## src/rtl/dram_kv_extractor.sv

```systemverilog
// Walks a key range, reads one 32-bit value per key through the DRAM read master,
// and pushes {key,value} pairs into the key/value FIFO, optionally dropping zero values.
module dram_kv_extractor #(
    parameter int                       ADDRESS_WIDTH  = 31,
    parameter int                       DATA_WIDTH     = 32,
    parameter int                       BLOCK_SHIFT    = 6,
    parameter logic [ADDRESS_WIDTH-1:0] DRAM_BASE_ADDR = 31'h4000_0000
) (
    input  logic                       clk,
    input  logic                       reset,
    input  logic                       start,
    input  logic [DATA_WIDTH-1:0]      start_key,
    input  logic [DATA_WIDTH-1:0]      num_keys,
    input  logic                       filter_zero,
    output logic                       busy,
    output logic                       done,
    output logic [DATA_WIDTH-1:0]      pairs_emitted,
    output logic                       control_fixed_location,
    output logic [ADDRESS_WIDTH-1:0]   control_read_base,
    output logic [ADDRESS_WIDTH-1:0]   control_read_length,
    output logic                       control_go,
    input  logic                       control_done,
    output logic                       user_read_buffer,
    input  logic [DATA_WIDTH-1:0]      user_buffer_output_data,
    input  logic                       user_data_available,
    output logic                       kv_fifo_write,
    output logic [2*DATA_WIDTH-1:0]    kv_fifo_writedata,
    input  logic                       kv_fifo_waitrequest
);

    typedef enum logic [2:0] {
        S_IDLE,
        S_ISSUE,
        S_WAIT_DATA,
        S_WAIT_DONE,
        S_PUSH,
        S_NEXT
    } state_t;

    localparam logic [DATA_WIDTH-1:0] ONE = DATA_WIDTH'(1);

    state_t                     state_q;
    logic [DATA_WIDTH-1:0]      cur_key_q;
    logic [DATA_WIDTH-1:0]      remaining_q;
    logic                       filt_q;
    logic [DATA_WIDTH-1:0]      val_q;
    logic                       done_seen_q;
    logic                       busy_q;
    logic                       done_q;
    logic [DATA_WIDTH-1:0]      pairs_q;
    logic [ADDRESS_WIDTH-1:0]   read_base_q;
    logic [ADDRESS_WIDTH-1:0]   read_length_q;
    logic                       go_q;
    logic                       pop_q;
    logic                       kv_write_q;
    logic [2*DATA_WIDTH-1:0]    kv_data_q;

    // Block address wraps modulo 2^ADDRESS_WIDTH by construction of the widths.
    logic [ADDRESS_WIDTH-1:0]   key_ext_d;
    logic [ADDRESS_WIDTH-1:0]   read_base_d;

    assign key_ext_d   = ADDRESS_WIDTH'(cur_key_q);
    assign read_base_d = DRAM_BASE_ADDR + (key_ext_d << BLOCK_SHIFT);

    // NOTE: every register, including the datapath, is cleared by the synchronous
    // reset so all outputs read 0 on the cycle after reset is sampled low.
    always_ff @(posedge clk) begin
        if (!reset) begin
            state_q       <= S_IDLE;
            cur_key_q     <= '0;
            remaining_q   <= '0;
            filt_q        <= 1'b0;
            val_q         <= '0;
            done_seen_q   <= 1'b0;
            busy_q        <= 1'b0;
            done_q        <= 1'b0;
            pairs_q       <= '0;
            read_base_q   <= '0;
            read_length_q <= '0;
            go_q          <= 1'b0;
            pop_q         <= 1'b0;
            kv_write_q    <= 1'b0;
            kv_data_q     <= '0;
        end else begin
            // NOTE: non-blocking assignments throughout; pulses default low and
            // the state branches below override them for a single cycle.
            go_q   <= 1'b0;
            pop_q  <= 1'b0;
            done_q <= 1'b0;

            case (state_q)
                S_IDLE: begin
                    if (start) begin
                        cur_key_q   <= start_key;
                        remaining_q <= num_keys;
                        filt_q      <= filter_zero;
                        pairs_q     <= '0;
                        if (num_keys == '0) begin
                            done_q <= 1'b1;
                        end else begin
                            busy_q  <= 1'b1;
                            state_q <= S_ISSUE;
                        end
                    end
                end

                S_ISSUE: begin
                    read_base_q   <= read_base_d;
                    read_length_q <= ADDRESS_WIDTH'(4);
                    go_q          <= 1'b1;
                    state_q       <= S_WAIT_DATA;
                end

                // A completion seen together with the data word is remembered so a
                // single-cycle control_done is never lost.
                S_WAIT_DATA: begin
                    if (user_data_available) begin
                        val_q       <= user_buffer_output_data;
                        pop_q       <= 1'b1;
                        done_seen_q <= control_done;
                        state_q     <= S_WAIT_DONE;
                    end
                end

                S_WAIT_DONE: begin
                    if (control_done || done_seen_q) begin
                        done_seen_q <= 1'b0;
                        if (filt_q && (val_q == '0)) begin
                            state_q <= S_NEXT;
                        end else begin
                            kv_write_q <= 1'b1;
                            kv_data_q  <= {cur_key_q, val_q};
                            state_q    <= S_PUSH;
                        end
                    end
                end

                S_PUSH: begin
                    if (!kv_fifo_waitrequest) begin
                        kv_write_q <= 1'b0;
                        pairs_q    <= pairs_q + ONE;
                        state_q    <= S_NEXT;
                    end
                end

                S_NEXT: begin
                    cur_key_q   <= cur_key_q + ONE;
                    remaining_q <= remaining_q - ONE;
                    if (remaining_q == ONE) begin
                        done_q  <= 1'b1;
                        busy_q  <= 1'b0;
                        state_q <= S_IDLE;
                    end else begin
                        state_q <= S_ISSUE;
                    end
                end

                default: state_q <= S_IDLE;
            endcase
        end
    end

    assign busy                   = busy_q;
    assign done                   = done_q;
    assign pairs_emitted          = pairs_q;
    assign control_fixed_location = 1'b0;
    assign control_read_base      = read_base_q;
    assign control_read_length    = read_length_q;
    assign control_go             = go_q;
    assign user_read_buffer       = pop_q;
    assign kv_fifo_write          = kv_write_q;
    assign kv_fifo_writedata      = kv_data_q;

endmodule

```

## config.mk

```make
export PLATFORM = sky130hd
export DESIGN_NAME = dram_kv_extractor
export DESIGN_NICKNAME = d
export VERILOG_FILES = /design/src/rtl/dram_kv_extractor.sv
export SDC_FILE = /design/constraint.sdc
export NUM_CORES = 1
export LEC_CHECK = 0
export CORE_MARGIN = 5
export CORE_UTILIZATION = 53
export DETAILED_ROUTE_END_ITERATION = 8
export GPL_ROUTABILITY_DRIVEN = 0
export GPL_TIMING_DRIVEN = 0
export PLACE_DENSITY = 0.92
export RECOVER_POWER = 50
export SKIP_CTS_REPAIR_TIMING = 1
export SLEW_MARGIN = 20
export SYNTH_ARGS = -nofsm -noshare
export SYNTH_HDL_FRONTEND = slang
export SYNTH_SLANG_ARGS = --single-unit
```

## constraint.sdc

```tcl
create_clock -name clk -period 5.65 [get_ports clk]
set_clock_uncertainty 0.2 [all_clocks]
set_input_delay 1.13 -clock clk [delete_from_list [all_inputs] [get_ports clk]]
set_output_delay 1.13 -clock clk [all_outputs]
set_load 0.05 [all_outputs]
```

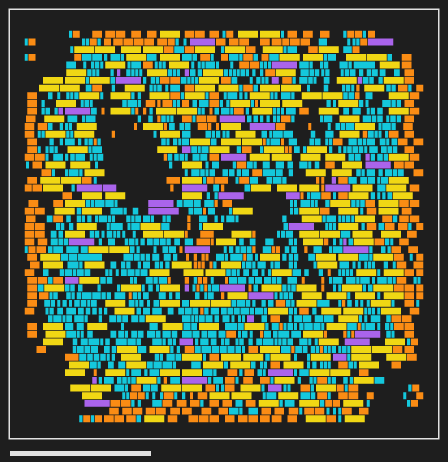
Run 1: placed cells, one color a class
The bar under the picture is 50 µm long.
orange -> other buffers and delay cells  # cells 348, share of their area 21%
purple -> clock drivers and dummy loads  # cells 44, share of their area 5.8%
yellow -> flops  # cells 228, share of their area 33%
cyan -> combinational and other logic  # cells 996, share of their area 40%
FP Rows: 51
share of cell area taken by flip-flops and latches: 0.323
Util after Layout: 0.722

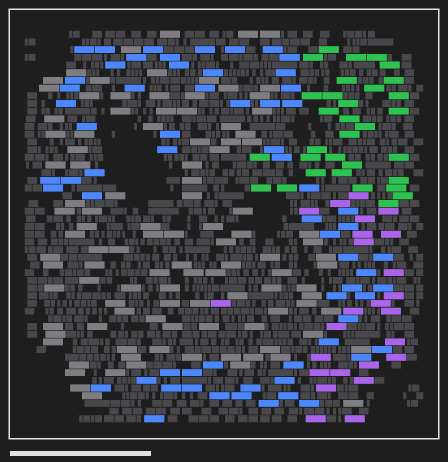
Run 1: sequential cells colored by netlist name
The bar under the picture is 50 µm long. Other sequential cells in the stronger gray, the rest of the logic in the fainter gray.
purple -> control_read_base  # flops 25
blue -> kv_fifo_writedata  # flops 64, where spread over the die
green -> pairs_emitted  # flops 32
power attributed to sequential cells: 1.84 mW
Sequential Area: 0.00456 mm²

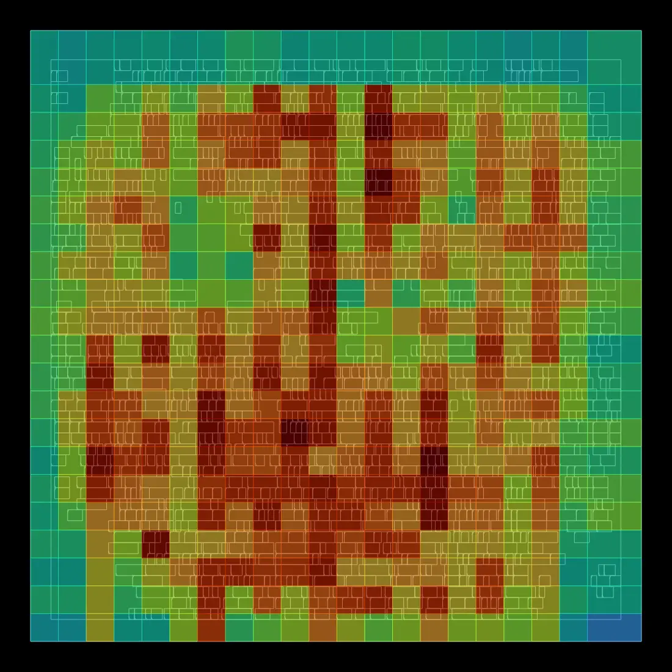
Run 1: routing congestion map
global-route met3 utilization: 0.0512
met2 Use GR: 0.497
met1 global-route usage: 0.380
routed length per placed instance: 19.3 µm
GRT busiest layer: met2

==> impl_metrics.json, run 1 <==
{
  "fillers": 1452,
  "report.final.hold_viol_count": 0,
  "launch_point_of_the_worst_reg_to_reg_path": "state_q[2]",
  "ioPinCount": 267,
  "power.density_cell_area_mw_per_mm2": 314,
  "synth_cell_type_count": 75,
  "detail_route.first_pass.iterations": 9,
  "unrepaired_setup_endpoints_after_global_routing": "no",
  "fin_area_mm2": 0.0141,
  "share_of_the_synthesized_netlist_area_taken_by_xor_and_xnor_gates": 0.0132,
  "gr-total-overflow": 0,
  "netlist_top_cells_area": "sky130_fd_sc_hd__dfxtp_1 43%, sky130_fd_sc_hd__nand2_1 11%, sky130_fd_sc_hd__mux2i_1 5.9%, sky130_fd_sc_hd__a21oi_1 5.8%, sky130_fd_sc_hd__buf_4 2.7%",
  "arrival_ns": 3.98,
  "layout_top_cell": "sky130_fd_sc_hd__nand2_1",
  "drive_above_1_share": 0.0687,
  "comb_area_mm2": 0.00544,
  "ys_dominant_reg_cell": "sky130_fd_sc_hd__dfxtp_1",
  "synth.largest_area_cell": "sky130_fd_sc_hd__dfxtp_1",
  "fp.coreArea_mm2": 0.0196,
  "routed_via_density": 6.00,
  "pin_count_of_the_biggest_net_entering_global_routing": 15,
  "num-multi-input-gates": 982,
  "share_of_total_power_consumed_by_net_switching": 0.326,
  "path_clk_slew_ns": 0.06,
  "cts.sinks": 228,
  "slew_limit_fails": 0,
  "quantity_of_i_o_buffers_inserted_on_ports": 228,
  "seq_area_frac_synth": 0.431,
  "setup.worst_path.end": "remaining_q[4]",
  "final.clkbuf_count": 33,
  "flow.area_growth_from_synthesis_pct": 33.4,
  "top_area_cell_class": "logic gates",
  "drt-total-wl_um": 36300,
  "dpl_worst_slack_ns": 1.83,
  "area_share_clock_buf_inv": 0.0569,
  "cp.required_ns": 5.88,
  "yosys.area_share.adder": 0.00472,
  "synth_dominant_cell_count": "sky130_fd_sc_hd__nand2_1",
  "period_utilization_post_route": 0.663,
  "layout.nonclk_buf_frac": 0.208,
  "synthesis.yosys.warnings": 0,
  "sh_comb_area": 0.385,
  "drc_errors": 0,
  "timing.setup.critical_path_class": "in -> reg",
  "layout_top_cells_excl_fill_tap": "317 x sky130_fd_sc_hd__nand2_1, 228 x sky130_fd_sc_hd__dfxtp_1, 163 x sky130_fd_sc_hd__clkdlybuf4s50_1",
  "yosys-stat-area_mm2": 0.0106,
  "num-nonclk-inverters": 14,
  "width_of_the_die_um": 151,
  "setup.worst_path.start_class": "primary input",
  "setup.reg_to_reg.worst_slack_ns": 2.36,
  "crit_start": "start",
  "r2r_cells": 7,
  "via_count_of_the_first_global_routing_pass": 10700,
  "worst_pin_slew_ns": 1.29,
  "run_status": "finished clean",
  "syn_area_mm2": 0.0106,
  "seq_power_share": 0.415,
  "synth-edff-count": 0,
  "power_frac_comb": 0.225,
  "worstHoldEndpoint": "control_read_base[15]",
  "sequential_cell_total": 228,
  "wl_met1_um": 13500,
  "dp.final_hpwl_um": 26400,
  "synth.avg_cell_area_um2": 8.10,
  "antenna_left": 0,
  "relSlewSlack": 0.140,
  "root_buffer": "sky130_fd_sc_hd__clkbuf_16",
  "min_period_ns": 3.75,
  "hold_path_startpoint": "control_read_base[15]",
  "fp_util": 0.541,
  "layout.cells.non_filler": 1883,
  "num-nets-final": 1705,
  "post_synth_ao_oa_area_fraction": 0.151,
  "post_synth_arst_share": 0,
  "htreeDepth": 1,
  "grt_pass1_wl_um": 55500,
  "drv_cap": 0,
  "yosys_register_bits": 228,
  "timing.setup.tns_ns": 0,
  "layout_setup_ws_ns": 1.90,
  "max_area_cell_share": 0.431,
  "sw_pwr_mw": 1.45,
  "num-nonclk-buffers": 348,
  "cts_tree": "yes",
  "detailed_routed_wire_length_on_met3_um": 3860
}
## run 1: power groups by stage
stage / clock network [mW] / registers (mW) / logic [mW]
2_1_floorplan: 0 / 1.91 / 0.586
3_3_place_gp: 0 / 1.86 / 0.947
3_5_place_dp: 0 / 1.87 / 0.974
4_1_cts: 1.61 / 1.84 / 0.980
5_1_grt: 1.68 / 1.86 / 1.07
6_report: 1.60 / 1.84 / 1.00
## run 1: critical path: stages
cell and delay (ns):
sky130_fd_sc_hd__dlygate4sd3_1 0.59, sky130_fd_sc_hd__or4b_2 0.21, sky130_fd_sc_hd__clkbuf_1 0.51, sky130_fd_sc_hd__clkbuf_1 0.62, sky130_fd_sc_hd__clkbuf_1 0.59, sky130_fd_sc_hd__nand3_1 0.16
sky130_fd_sc_hd__a21oi_1 0.16
Run 1, routed metal, one color a layer:
The bar under the picture is 50 µm long. Only two layers are drawn.
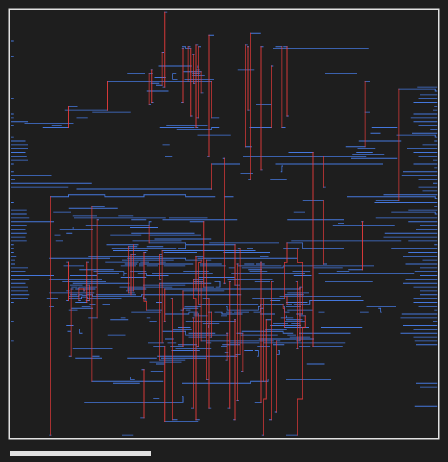

==> run 1 -> run 2 <==
--- a/config.mk
+++ b/config.mk
@@ -6,11 +6,11 @@
 export NUM_CORES = 1
 export LEC_CHECK = 0
 export CORE_MARGIN = 5
-export CORE_UTILIZATION = 53
+export CORE_UTILIZATION = 45
 export DETAILED_ROUTE_END_ITERATION = 8
 export GPL_ROUTABILITY_DRIVEN = 0
 export GPL_TIMING_DRIVEN = 0
-export PLACE_DENSITY = 0.92
+export PLACE_DENSITY = 0.84
 export RECOVER_POWER = 50
 export SKIP_CTS_REPAIR_TIMING = 1
 export SLEW_MARGIN = 20
==> constraint.sdc (replaced) <==
create_clock -name clk -period 3.1 [get_ports clk]
set_clock_uncertainty 0.2 [all_clocks]
set_input_delay 0.62 -clock clk [delete_from_list [all_inputs] [get_ports clk]]
set_output_delay 0.62 -clock clk [all_outputs]
set_load 0.05 [all_outputs]
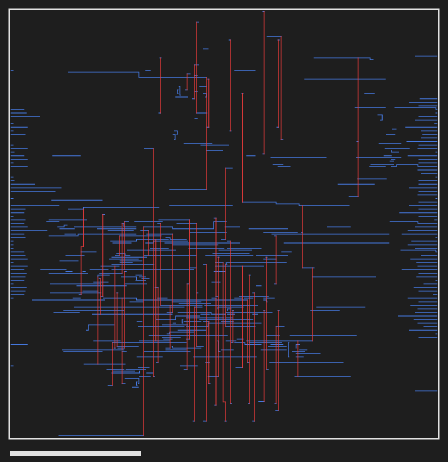
Run 2: routed metal, one color a layer
The bar under the picture is 50 µm long. Only two layers are drawn.
red -> metal 4  # wire length 1940 µm
blue -> metal 3  # wire length 3320 µm
total track usage: 0.257
vias after detailed routing: 11100
Post-Route WL: 35800 µm
routed length per placed instance: 18.5 µm

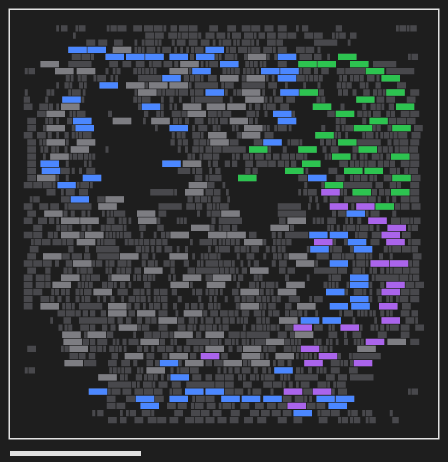
Run 2: sequential cells colored by netlist name
The bar under the picture is 50 µm long. Other sequential cells in the stronger gray, the rest of the logic in the fainter gray.
purple -> control_read_base  # flops 25
green -> pairs_emitted  # flops 32
blue -> kv_fifo_writedata  # flops 64, where spread over the die
not colored = 107
Util after Layout: 0.614
power attributed to sequential cells: 3.36 mW
share of cell area taken by flip-flops and latches: 0.318

==> run 2 against run 1 <==
  * Clock power rose by 110%
  * Sequential share of layout area decreased by 0.45 points
  * Via count fell by 2.0%
  * Critical path depth decreased by 1
  * First-iteration DRC count up 0.47%
  * Combinational power rose by 81%
  * Utilization decreased by 11 points
  * Critical endpoint is now cur_key_q[23]
==> impl_metrics.json, run 2 <==
{
  "run_status": "finished clean",
  "critPathMaxStageDelay_ns": 0.71,
  "root_buffer": "sky130_fd_sc_hd__clkbuf_16",
  "synthesis.yosys.warnings": 0,
  "width_of_the_die_um": 163,
  "pin_count_of_the_biggest_net_entering_global_routing": 15,
  "antenna_left": 0,
  "cts_tree": "yes",
  "layout_top_cell": "sky130_fd_sc_hd__nand2_1",
  "detail_route.first_pass.iterations": 6,
  "layout_setup_ws_ns": 0.138,
  "seq_area_frac_synth": 0.431,
  "netlist_top_cells_area": "sky130_fd_sc_hd__dfxtp_1 43%, sky130_fd_sc_hd__nand2_1 11%, sky130_fd_sc_hd__mux2i_1 5.9%, sky130_fd_sc_hd__a21oi_1 5.8%, sky130_fd_sc_hd__buf_4 2.7%",
  "report.final.hold_viol_count": 0,
  "yosys-stat-area_mm2": 0.0106,
  "hold_path_startpoint": "control_read_base[19]",
  "setup.reg_to_reg.worst_slack_ns": 0.14,
  "slew_limit_fails": 0,
  "crit_cells": 6,
  "path_clk_slew_ns": 0.07,
  "post_synth_arst_share": 0,
  "launch_point_of_the_worst_reg_to_reg_path": "state_q[2]",
  "synth.largest_area_cell": "sky130_fd_sc_hd__dfxtp_1",
  "share_of_the_synthesized_netlist_area_taken_by_xor_and_xnor_gates": 0.0132,
  "timing.setup.critical_path_class": "reg -> reg",
  "synth_dominant_cell_count": "sky130_fd_sc_hd__nand2_1",
  "setup.worst_path.end": "cur_key_q[23]",
  "dpl_worst_slack_ns": -0.341,
  "unrepaired_setup_endpoints_after_global_routing": "no",
  "crit_start": "state_q[2]",
  "cts.sinks": 228,
  "post_synth_ao_oa_area_fraction": 0.151,
  "synth.avg_cell_area_um2": 8.10,
  "crit_path_cell_trace": "clkbuf_1 -> nor4b_1 -> clkbuf_1 -> clkbuf_1 -> a21oi_1 -> a21oi_1",
  "period_utilization_post_route": 0.956,
  "synth-edff-count": 0,
  "worst_path_max_delay_cell": "sky130_fd_sc_hd__nor4b_1",
  "r2r_cells": 6,
  "fp.coreArea_mm2": 0.0233,
  "fp_util": 0.454,
  "relSlewSlack": 0.195
}
run 2: layer usage:
| metal | vias to the layer above | track usage | routed length, µm |
|---|---|---|---|
| li1 | 5156 | - | - |
| met5 | - | 0 | 0 |
| met2 | 628 | 0.419 | 16500 |
| met4 | 0 | 0.122 | 1940 |
| met3 | 132 | 0.0381 | 3320 |
| met1 | 5160 | 0.336 | 14100 |
run 2: report_power, final:
group          switching (mW)  internal [mW]  total, mW  leakage, nW
registers               0.225           3.13       3.36         1.85
clock network            1.24           2.11       3.34        0.440
logic                    1.18          0.628       1.81         2.86
run 2: cell type report:
cell class                 instances  area (µm²)
fill                            2031        9000
multi-input combinational        982        5440
sequential                       228        4560
timing repair buffer             228        2280
buffer                           120         663
clock buffer                      29         661
tap                              319         399
clock inverter                    15         264
inverter                          14        52.6
antenna                            1        2.50
Power figures rest on the tool's default switching activity, not on a simulated workload.
